Sequential cells colored by netlist name:
Other sequential cells in the stronger gray, the rest of the logic in the fainter gray.
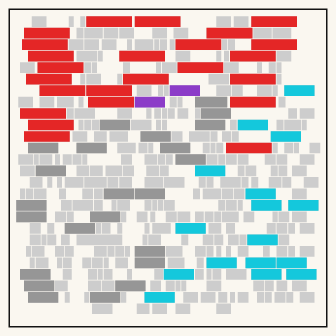
Cell placement:
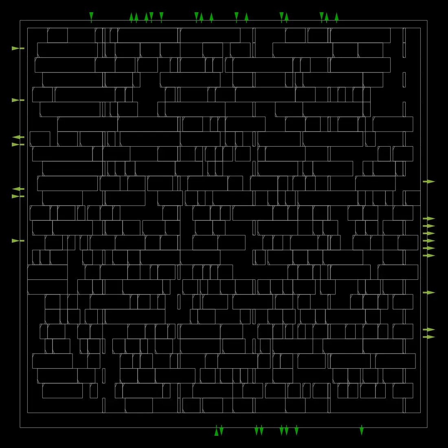
The metal 1 layer:
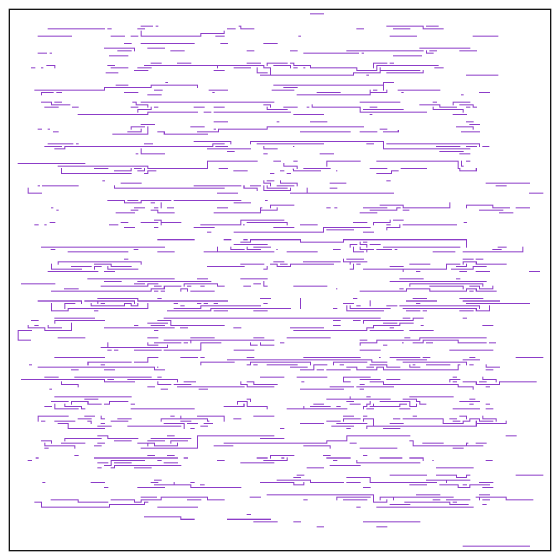
## src/rtl/fifo_pkt_reader.sv

```systemverilog
// FIFO read-side adapter: drains a registered-output FIFO into a valid/ready
// stream framed into PKT_LEN-beat packets, using a 3-entry skid buffer.
module fifo_pkt_reader #(
    parameter int DATA_WIDTH = 8,
    parameter int PKT_LEN    = 4,
    parameter int CNT_WIDTH  = 16
) (
    input  logic                  clk,
    input  logic                  rst,
    input  logic                  en,
    input  logic                  fifo_empty,
    input  logic [DATA_WIDTH-1:0] fifo_dout,
    output logic                  fifo_rd_en,
    output logic                  m_valid,
    input  logic                  m_ready,
    output logic [DATA_WIDTH-1:0] m_data,
    output logic                  m_last,
    output logic [CNT_WIDTH-1:0]  pkt_count,
    output logic                  busy
);

    logic [DATA_WIDTH-1:0] mem [3];
    logic [1:0]            occ;
    logic [1:0]            head;
    logic [1:0]            tail;
    logic                  rd_pend;
    logic [15:0]           beat;
    logic                  push;
    logic                  pop;
    logic                  at_last;
    logic [2:0]            credit_used;

    function automatic logic [1:0] ptr_inc(input logic [1:0] p);
        return (p == 2'd2) ? 2'd0 : p + 2'd1;
    endfunction

    // Credits count both buffered beats and the read still in flight,
    // so the buffer can never overflow regardless of m_ready.
    assign credit_used = {1'b0, occ} + {2'b00, rd_pend};
    assign fifo_rd_en  = en & ~fifo_empty & ~rst & (credit_used < 3'd3);

    assign push    = rd_pend;
    assign m_valid = (occ != 2'd0);
    assign pop     = m_valid & m_ready;
    assign at_last = (beat == 16'(PKT_LEN - 1));
    assign m_last  = m_valid & at_last;
    assign m_data  = m_valid ? mem[head] : '0;
    assign busy    = rd_pend | m_valid;

    always_ff @(posedge clk) begin
        if (push) begin
            mem[tail] <= fifo_dout;
        end
    end

    always_ff @(posedge clk) begin
        if (rst) begin
            occ       <= 2'd0;
            head      <= 2'd0;
            tail      <= 2'd0;
            rd_pend   <= 1'b0;
            beat      <= 16'd0;
            pkt_count <= '0;
        end else begin
            rd_pend <= fifo_rd_en & ~fifo_empty;
            if (push) begin
                tail <= ptr_inc(tail);
            end
            if (pop) begin
                head <= ptr_inc(head);
                if (at_last) begin
                    beat      <= 16'd0;
                    pkt_count <= pkt_count + CNT_WIDTH'(1);
                end else begin
                    beat <= beat + 16'd1;
                end
            end
            unique case ({push, pop})
                2'b10:   occ <= occ + 2'd1;
                2'b01:   occ <= occ - 2'd1;
                default: occ <= occ;
            endcase
        end
    end

endmodule

```

## config.mk

```make
export PLATFORM = sky130hd
export DESIGN_NAME = fifo_pkt_reader
export DESIGN_NICKNAME = d
export VERILOG_FILES = /design/src/rtl/fifo_pkt_reader.sv
export SDC_FILE = /design/constraint.sdc
export NUM_CORES = 1
export LEC_CHECK = 0
export CORE_MARGIN = 1
export CORE_UTILIZATION = 54
export CTS_CLUSTER_DIAMETER = 60
export DETAILED_ROUTE_END_ITERATION = 8
export HOLD_SLACK_MARGIN = 0.08
export PLACE_DENSITY_LB_ADDON = 0.08
export SYNTH_ARGS = -nofsm -noshare
export SYNTH_HDL_FRONTEND = slang
export SYNTH_SLANG_ARGS = --single-unit
export TNS_END_PERCENT = 30
```

## constraint.sdc

```tcl
create_clock -name clk -period 2.7 [get_ports clk]
set_clock_uncertainty 0.05 [all_clocks]
set_input_delay 0.675 -clock clk [delete_from_list [all_inputs] [get_ports clk]]
set_output_delay 0.675 -clock clk [all_outputs]
set_load 0.03 [all_outputs]
```

==> qor.txt <==
Die W - 74.8 um
Ports - 41
GR Overflow Total - 0
GP Congestion - 0.744
diode count - 0
Post-Place Cell Area - 0.00338 mm^2
post-DR wirelength/cell - 14.1 um
Worst Slack Setup Final - 15.8 ps
largest net degree at the start of global routing - 28
Top area cell types - dfxtp_1 29%, edfxtp_1 25%, a21oi_1 5.4%
clock group total power - 785 uW
Required @ worst endpoint - 1980 ps
Die Ht - 74.8 um
Setup Fix Bufs, Post-CTS - 0
vias in the first global route - 2,086
share of layout cells above drive strength 1 - 0.117
Adder Area Share - 0.0218
Top logic family - simple AND/OR/NAND/NOR gates
CTS Hold Buffers Added - 0
Hold Path Sink - beat[1]
Final min period - 2680 ps
Antenna Violating Nets Remaining - 0
yosys simple share - 0.223
CTS Buf Count - 9
DP Worst Slack - -154 ps
Sequential Power Share - 0.484
OpenROAD warning count - 26
I/O Buffers - 40
maxcap violations - 0
chip area in the Yosys report - 0.00287 mm^2
P_leak - 1.25 nW
yosys stat cell total - 287
Startpoint Class - input pin
core area - 0.00511 mm^2
Reg-to-Reg End - pkt_count[14]
critical path arrival - 1960 ps
Fmax - 0.373 GHz
cell-internal power - 1.59 mW
ys flops - 65
syn avg cell area - 9.98 um^2
Post-synth seq share - 0.538
setup TNS - 0 ps
Worst Hold Launch - beat[1]
global-route wire length before repair - 9740 um
P_comb - 334 uW
Switch Pwr - 577 uW
crit path max fanout - 2
Area Growth Syn to Fin - 25.3%
Netlist cell types - 38
sequential power - 1.05 mW
Multiplexer share - 0.0397
CTS max path bufs - 2
Clk pwr share - 0.362
die area - 0.00560 mm^2
Synth top area share - 0.286
Clock Latency Late Sink - 340 ps
Final Max Slew Viols - 0
synthesized net count - 305
depth of the CTS H-tree - 3
router iterations before antenna repair - 4
final instance area - 0.00359 mm^2
slew margin rel. - 0.431
XOR Share, Synth - 0.0459
clock root buffer - clkbuf_8
Slew @ Worst Pin - 851 ps
Clock Sinks - 65
RSZ-0062 raised after global routing - false
hold path cells - 2
switch share - 0.266
pwr dens - 604 mW/mm^2
Reg2Reg Depth - 6
yosys aoi share - 0.105
RR Startpoint - beat[0]
r2r setup slk - 560 ps
DPL Wire Length - 3970 um
logic gate share of total power - 0.154
gr usage total - 0.235
Residual DRC - 0
VDD IR-drop max - 0.452 mV
worst hold-check path type - reg2reg
Synth Cell Area - 0.00287 mm^2
fp_density - 0.561
yosys warning tally - 0
worst setup path class - in2out
leading area contributor after synthesis - dfxtp_1
initial antenna violation count - 0
TritonCTS clock tree - built
outcome - completed
element type at the critical path end - output pin
cell count after synthesis - 287
Final Hold Viols - 0
Nets - 354
# setup viols final - 0
Clk pin slew, worst setup/hold paths - 60 ps
Final period util - 0.994
dominant power group - sequential cells
Initial DRC Count - 106
drt via density - 5.57
## Picture notes: 'sequential cells colored by netlist name'
Key: red = mem [flops 24]; cyan = pkt_count [flops 16]; purple = tail [flops 2]
Another 23 sequential cells are not colored.

## Picture notes: 'cell placement'
Seq/total area: 0.430
row cnt: 26
Well Taps: 70

## Picture notes: 'the metal 1 layer'
The layer carries 2,770 um of wire. The longest straight run is 29.9 um. The layer holds 48% of the routed length.
Post-Route WL: 5780 um
Via Count: 2,289
GRT met1 Usage: 0.326

## flip-flops by register name, indices dropped and copies added (netlist names), named ones only
register / flops
head: 2
tail: 2
pkt_count: 16
push: 1
mem: 24
beat: 16
occ: 2
## worst max-delay path: stages
cell,delay (ps)
clkdlybuf4s50_1,500
or4b_4,480
a21oi_2,150
buf_6,150
## metal layers
layer | part of all wire | up-vias | wire (um) | track usage
li1 | - | 1160 | - | -
met1 | 0.48 | 1080 | 2770 | 0.326
met2 | 0.47 | 40 | 2730 | 0.346
met3 | 0.029 | 9 | 170 | 0.0428
met4 | 0.020 | 0 | 113 | 0.132
met5 | 0 | - | 0 | 0
## per-stage QoR
| step | util | hold slack, ps | std cells | power [mW] |
|---|---|---|---|---|
| 2_1_floorplan | - | 402 | 287 | 1.27 |
| 3_5_place_dp | 0.663 | 423 | 395 | 1.41 |
| 4_1_cts | 0.701 | 432 | 411 | 2.19 |
| 6_report | 0.703 | 429 | 411 | 2.17 |
| 5_1_grt | 0.703 | 459 | 411 | 2.26 |
| 3_3_place_gp | 0.663 | 412 | 395 | 1.40 |
## placed cells by master, fill, tap and decap left out, types with 2 or more instances in the layout
cell type and n:
inv_1 6, clkinvlp_4 2, dfxtp_1 40, nand2_1 17, buf_4 12, nand3_1 4
edfxtp_1 24, or4_1 11, or2_2 2, nor2b_1 3, clkdlybuf4s50_1 33, o21ai_0 4
dlymetal6s2s_1 4, nor4_1 10, nor3_1 7, clkbuf_8 9, o31ai_1 11, a21oi_1 30
and4_1 2, ha_1 5, mux2i_1 8, clkinv_1 2, clkinv_2 2, or3_1 3
nor2_1 40, xor2_1 4, mux2_2 3, nand4_1 12, xnor2_1 11
## cell type report
class | count | area (um^2)
Inverter | 7 | 26.3
Clock inverter | 6 | 58.8
Timing Repair Buffer | 51 | 490
Clock buffer | 10 | 128
Tap cell | 70 | 87.6
Fill cell | 424 | 1520
Sequential cell | 65 | 1540
Multi-Input combinational cell | 202 | 1260
## synth_stat cells (all sizes together)
library cell  instances
dfxtp                41
nor2                 41
a21oi                31
edfxtp               24
nand2                17
nand4                13
clkbuf               12
or4                  12
o31ai                11
xnor2                11
nor4                 10
mux2i                 8
nor3                  7
inv                   6
ha                    5
o21ai                 5
nand3                 4
xor2                  4
mux2                  3
nor2b                 3
or2                   3
or3                   3
and4                  2
a21o                  1
and2                  1
buf                   1
clkinv                1
nand3b                1
nand4b                1
nor4b                 1
o2111a                1
o211ai                1
o41ai                 1
or4b                  1
## repair_timing
| action | 4_1_cts | 5_1_grt |
|---|---|---|
| gates cloned | 0 | 0 |
| setup endpoints to repair | 11 | 8 |
| gates resized | 4 | 5 |
| endpoints found under the hold margin | 0 | 0 |
## how the worst max path moves through the flow
stage	start	to	depth (start not counted)
after floorplan	beat[0]	m_last	6
after global placement	rst	fifo_rd_en	4
after detailed placement	rst	fifo_rd_en	4
after CTS	flip-flop	m_data[3]	3
after global routing	flip-flop	m_data[7]	6
final	en	fifo_rd_en	4
Power is estimated from default activity; no workload was simulated.
